--- config.mk ---
export PLATFORM = sky130hd
export DESIGN_NAME = led_sequencer
export DESIGN_NICKNAME = d
export VERILOG_FILES = /design/src/rtl/led_sequencer.sv
export SDC_FILE = /design/constraint.sdc
export NUM_CORES = 1
export LEC_CHECK = 0
export CAP_MARGIN = 20
export CORE_MARGIN = 5
export CORE_UTILIZATION = 50
export CTS_BUF_LIST = sky130_fd_sc_hd__clkbuf_16
export CTS_CLUSTER_DIAMETER = 50
export DETAILED_ROUTE_END_ITERATION = 10
export GPL_TIMING_DRIVEN = 0
export PLACE_DENSITY = 0.72
export SKIP_LAST_GASP = 1
export SYNTH_ARGS = -nofsm -noshare
export SYNTH_HDL_FRONTEND = slang
export SYNTH_SLANG_ARGS = --single-unit
export TNS_END_PERCENT = 30
--- constraint.sdc ---
create_clock -name clk -period 3.2 [get_ports clk]
set_clock_uncertainty 0.2 [all_clocks]
set_input_delay 0.8 -clock clk [delete_from_list [all_inputs] [get_ports clk]]
set_output_delay 0.8 -clock clk [all_outputs]
set_load 0.05 [all_outputs]
--- src/rtl/led_sequencer.sv ---
// Drives the 8-LED bank with off/static/scanner/blink patterns, advanced at a programmable step rate.
// Config writes take effect on the cycle after acceptance; led/step_pulse are registered.
// cfg_ready drops for the one cycle after each accepted write, so writes are at most one per 2 cycles.
module led_sequencer #(
   parameter int unsigned CLOCK_RATE = 100000000,
   parameter int unsigned TICK_DIV   = CLOCK_RATE / 24
) (
   input  logic       clk,
   input  logic       rst,
   input  logic       cfg_valid,
   output logic       cfg_ready,
   input  logic [1:0] cfg_addr,
   input  logic [7:0] cfg_data,
   output logic [7:0] led,
   output logic       step_pulse
);

   localparam int unsigned       PW      = (TICK_DIV > 2) ? $clog2(TICK_DIV) : 1;
   localparam logic [PW-1:0]     PRE_MAX = PW'(TICK_DIV - 1);

   localparam logic [1:0] ADDR_MODE  = 2'd0;
   localparam logic [1:0] ADDR_PAT   = 2'd1;
   localparam logic [1:0] ADDR_SPEED = 2'd2;
   localparam logic [1:0] ADDR_CTRL  = 2'd3;

   localparam logic [1:0] MODE_OFF    = 2'd0;
   localparam logic [1:0] MODE_STATIC = 2'd1;
   localparam logic [1:0] MODE_SCAN   = 2'd2;

   typedef enum logic [2:0] {
      S_OFF,
      S_STATIC,
      S_SCAN_L,
      S_SCAN_R,
      S_BLINK_ON,
      S_BLINK_OFF
   } state_t;

   state_t        state_q, state_d;
   logic [7:0]    led_q, led_d;
   logic          step_pulse_q, step_pulse_d;
   logic          cfg_ready_q;
   logic [1:0]    mode_q;
   logic [7:0]    pattern_q;
   logic [7:0]    speed_q;
   logic          run_q;
   logic [PW-1:0] presc_q;
   logic [7:0]    stepcnt_q;

   logic          accept;
   logic          restart;
   logic          tick;
   logic          step_due;
   logic          step;
   logic [7:0]    speed_eff;
   logic [1:0]    entry_mode;

   assign accept     = cfg_valid && cfg_ready_q;
   // A MODE write (even of the same value) and a CTRL restart both re-enter the mode from scratch.
   assign restart    = accept && ((cfg_addr == ADDR_MODE) || ((cfg_addr == ADDR_CTRL) && cfg_data[1]));
   assign entry_mode = (cfg_addr == ADDR_MODE) ? cfg_data[1:0] : mode_q;
   assign speed_eff  = (speed_q == 8'd0) ? 8'd1 : speed_q;
   assign tick       = run_q && (presc_q == PRE_MAX);
   assign step_due   = stepcnt_q >= (speed_eff - 8'd1);
   // Register values seen here are pre-write, so a same-cycle PATTERN/SPEED/run write never alters this step.
   assign step       = tick && step_due && !restart;

   assign cfg_ready  = cfg_ready_q;
   assign led        = led_q;
   assign step_pulse = step_pulse_q;

   // Handshake: ready drops for exactly the cycle after an accept.
   always_ff @(posedge clk) begin
      if (rst) cfg_ready_q <= 1'b1;
      else     cfg_ready_q <= !accept;
   end

   // Configuration register file; the restart bit is an action, not state.
   always_ff @(posedge clk) begin
      if (rst) begin
         mode_q    <= MODE_SCAN;
         pattern_q <= 8'hFF;
         speed_q   <= 8'd1;
         run_q     <= 1'b1;
      end else if (accept) begin
         case (cfg_addr)
            ADDR_MODE:  mode_q    <= cfg_data[1:0];
            ADDR_PAT:   pattern_q <= cfg_data;
            ADDR_SPEED: speed_q   <= cfg_data;
            default:    run_q     <= cfg_data[0];
         endcase
      end
   end

   // Prescaler and step counter; frozen while paused, cleared on mode (re)entry.
   always_ff @(posedge clk) begin
      if (rst || restart) begin
         presc_q   <= '0;
         stepcnt_q <= 8'd0;
      end else if (run_q) begin
         presc_q <= (presc_q == PRE_MAX) ? '0 : presc_q + PW'(1);
         if (tick) stepcnt_q <= step_due ? 8'd0 : stepcnt_q + 8'd1;
      end
   end

   // Pattern state, LED and step pulse registers.
   always_ff @(posedge clk) begin
      if (rst) begin
         state_q      <= S_SCAN_L;
         led_q        <= 8'h01;
         step_pulse_q <= 1'b0;
      end else begin
         state_q      <= state_d;
         led_q        <= led_d;
         step_pulse_q <= step_pulse_d;
      end
   end

   // Next state: mode entry wins over a coincident step; OFF/STATIC never pulse.
   always_comb begin
      state_d      = state_q;
      led_d        = led_q;
      step_pulse_d = 1'b0;
      if (restart) begin
         case (entry_mode)
            MODE_OFF: begin
               state_d = S_OFF;
               led_d   = 8'h00;
            end
            MODE_STATIC: begin
               state_d = S_STATIC;
               led_d   = pattern_q;
            end
            MODE_SCAN: begin
               state_d = S_SCAN_L;
               led_d   = 8'h01;
            end
            default: begin
               state_d = S_BLINK_ON;
               led_d   = pattern_q;
            end
         endcase
      end else begin
         case (state_q)
            S_OFF: led_d = 8'h00;
            S_STATIC: begin
               if (accept && (cfg_addr == ADDR_PAT)) led_d = cfg_data;
            end
            S_SCAN_L: begin
               if (step) begin
                  step_pulse_d = 1'b1;
                  if (led_q == 8'h80) begin
                     state_d = S_SCAN_R;
                     led_d   = 8'h40;
                  end else begin
                     led_d = led_q << 1;
                  end
               end
            end
            S_SCAN_R: begin
               if (step) begin
                  step_pulse_d = 1'b1;
                  if (led_q == 8'h01) begin
                     state_d = S_SCAN_L;
                     led_d   = 8'h02;
                  end else begin
                     led_d = led_q >> 1;
                  end
               end
            end
            S_BLINK_ON: begin
               if (step) begin
                  step_pulse_d = 1'b1;
                  state_d      = S_BLINK_OFF;
                  led_d        = 8'h00;
               end
            end
            S_BLINK_OFF: begin
               if (step) begin
                  step_pulse_d = 1'b1;
                  state_d      = S_BLINK_ON;
                  led_d        = pattern_q;
               end
            end
            default: begin
               state_d = S_SCAN_L;
               led_d   = 8'h01;
            end
         endcase
      end
   end

endmodule

clock_nets.png
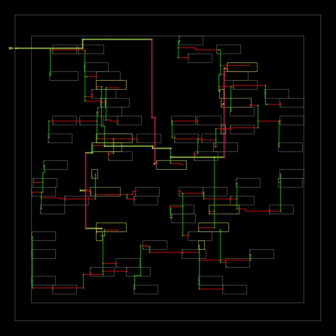
clk_lat worst skew: 0.32 ns
CTS Buf Count: 9
seq_cells: 62
clk sink count: 62

layers.png
The bar under the picture is 20 µm long. Only two layers are drawn.
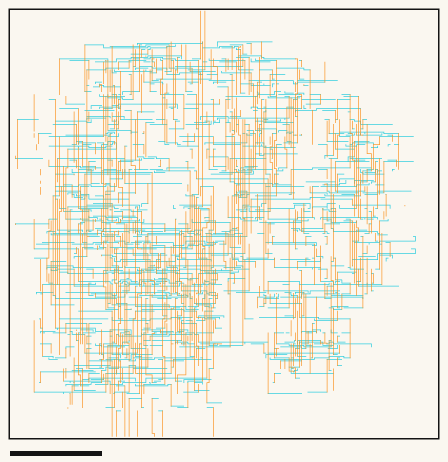
- M2: orange (wire length 3910 µm)
- M1: cyan (wire length 3520 µm)
vias post-DR: 3031
Tot GR Track Use: 19.38%

==> impl_metrics.json <==
{
  "outcome": "complete, but fails checks",
  "failed_checks": "negative setup slack",
  "top_cell_area_share_pct": 35.63,
  "power_frac_seq_pct": 41.0,
  "path_cells": "or4_4 -> or3_4 -> nor2_4 -> nor2_2 -> ha_2 -> ha_4 -> a2111o_1 -> a31o_1 -> o211ai_4 -> mux2_4",
  "clockPowerShare_pct": 45.9,
  "ys_sh_simple_pct": 26.58,
  "hold_end": "pattern_q[4]$_SDFFE_PP1P_",
  "layout.cells.most_common_list": "60 x dfxtp_1, 49 x nor2_1, 45 x nand2_1",
  "cts_resized": 9,
  "ys.flops": 62,
  "gp_congestion": 0.9265,
  "synthArstFlopShare_pct": 0,
  "power_density_nw_per_um2": 474.3,
  "ys_cells": 406,
  "top_layer": "met4",
  "synth_dominant_cell_count": "dfxtp_1",
  "cp_top_family": "simple AND/OR/NAND/NOR gates",
  "p_int_mw": 1.497,
  "syn_avg_cell_area_um2": 8.580,
  "rows": 30,
  "power.switching_uw": 495.5,
  "comb-power_uw": 261,
  "fin_ws_ns": -0.3335,
  "p_seq_uw": 818,
  "finalInstanceArea_um2": 4202,
  "largestPowerGroup": "clock",
  "max_cap_viol_count": 0,
  "endpoint": "led[2]$_SDFFE_PP0P_",
  "setup_viol_count_final": 18,
  "ys_warn_count": 0,
  "ant_nets": 0,
  "ys_types": 62,
  "cp.required_ns": 3.21,
  "edf_count": 0,
  "r2r-end": "led[2]$_SDFFE_PP0P_",
  "drcViolationCount": 0
}
m2.png
The bar under the picture is 20 µm long.
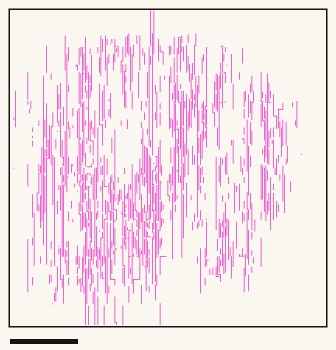
- nets with wire on the layer: 393
- main direction: vertical
- wire length on this layer: 3910 µm
- longest straight run: 50.0 µm
met2 Use GR: 31.86%
WL final: 7.975 mm

floorplan.png
The bar under the picture is 20 µm long. Pins as bars on the die edge.
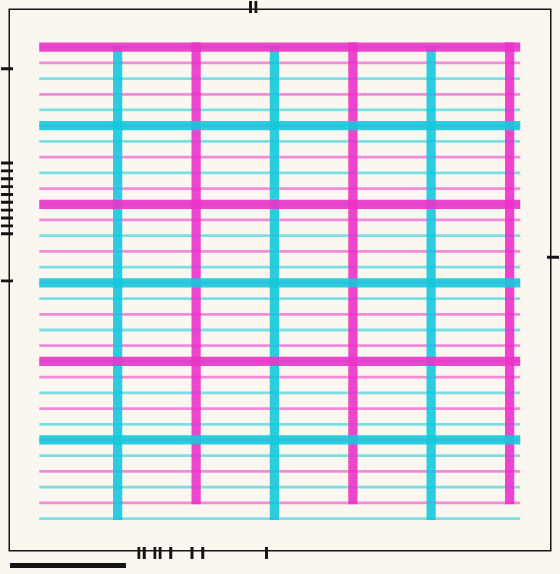
- VDD: magenta
- VSS: cyan
- met1 rails: 31
- met4 straps: 6
- signal pins: 23
- rows: 30
Max IR drop VDD: 0.3131 mV
Die X: 93.47 µm
Die H: 93.47 µm

[flip-flops by register name (all words and copies together) (netlist names)]
| name | flops |
|---|---|
| stepcnt_q | 8 |
| mode_q | 2 |
| pattern_q | 8 |
| run_q | 1 |
| led | 8 |
| state_q | 3 |
| step_pulse | 1 |
| cfg_ready | 1 |
| presc_q | 22 |
| speed_q | 8 |
[final cells by class]
| cell class | instances | area, µm² | share of cell area, % |
|---|---|---|---|
| sequential | 62 | 1246 | 29.66 |
| multi-input combinational | 315 | 2168 | 51.61 |
| tap | 96 | 120.1 | 2.859 |
| buffer | 17 | 86.33 | 2.055 |
| inverter | 12 | 45.04 | 1.072 |
| clock inverter | 7 | 56.30 | 1.340 |
| clock buffer | 9 | 225.2 | 5.360 |
| timing repair buffer | 25 | 254.0 | 6.045 |
Power is estimated from default activity; no workload was simulated.
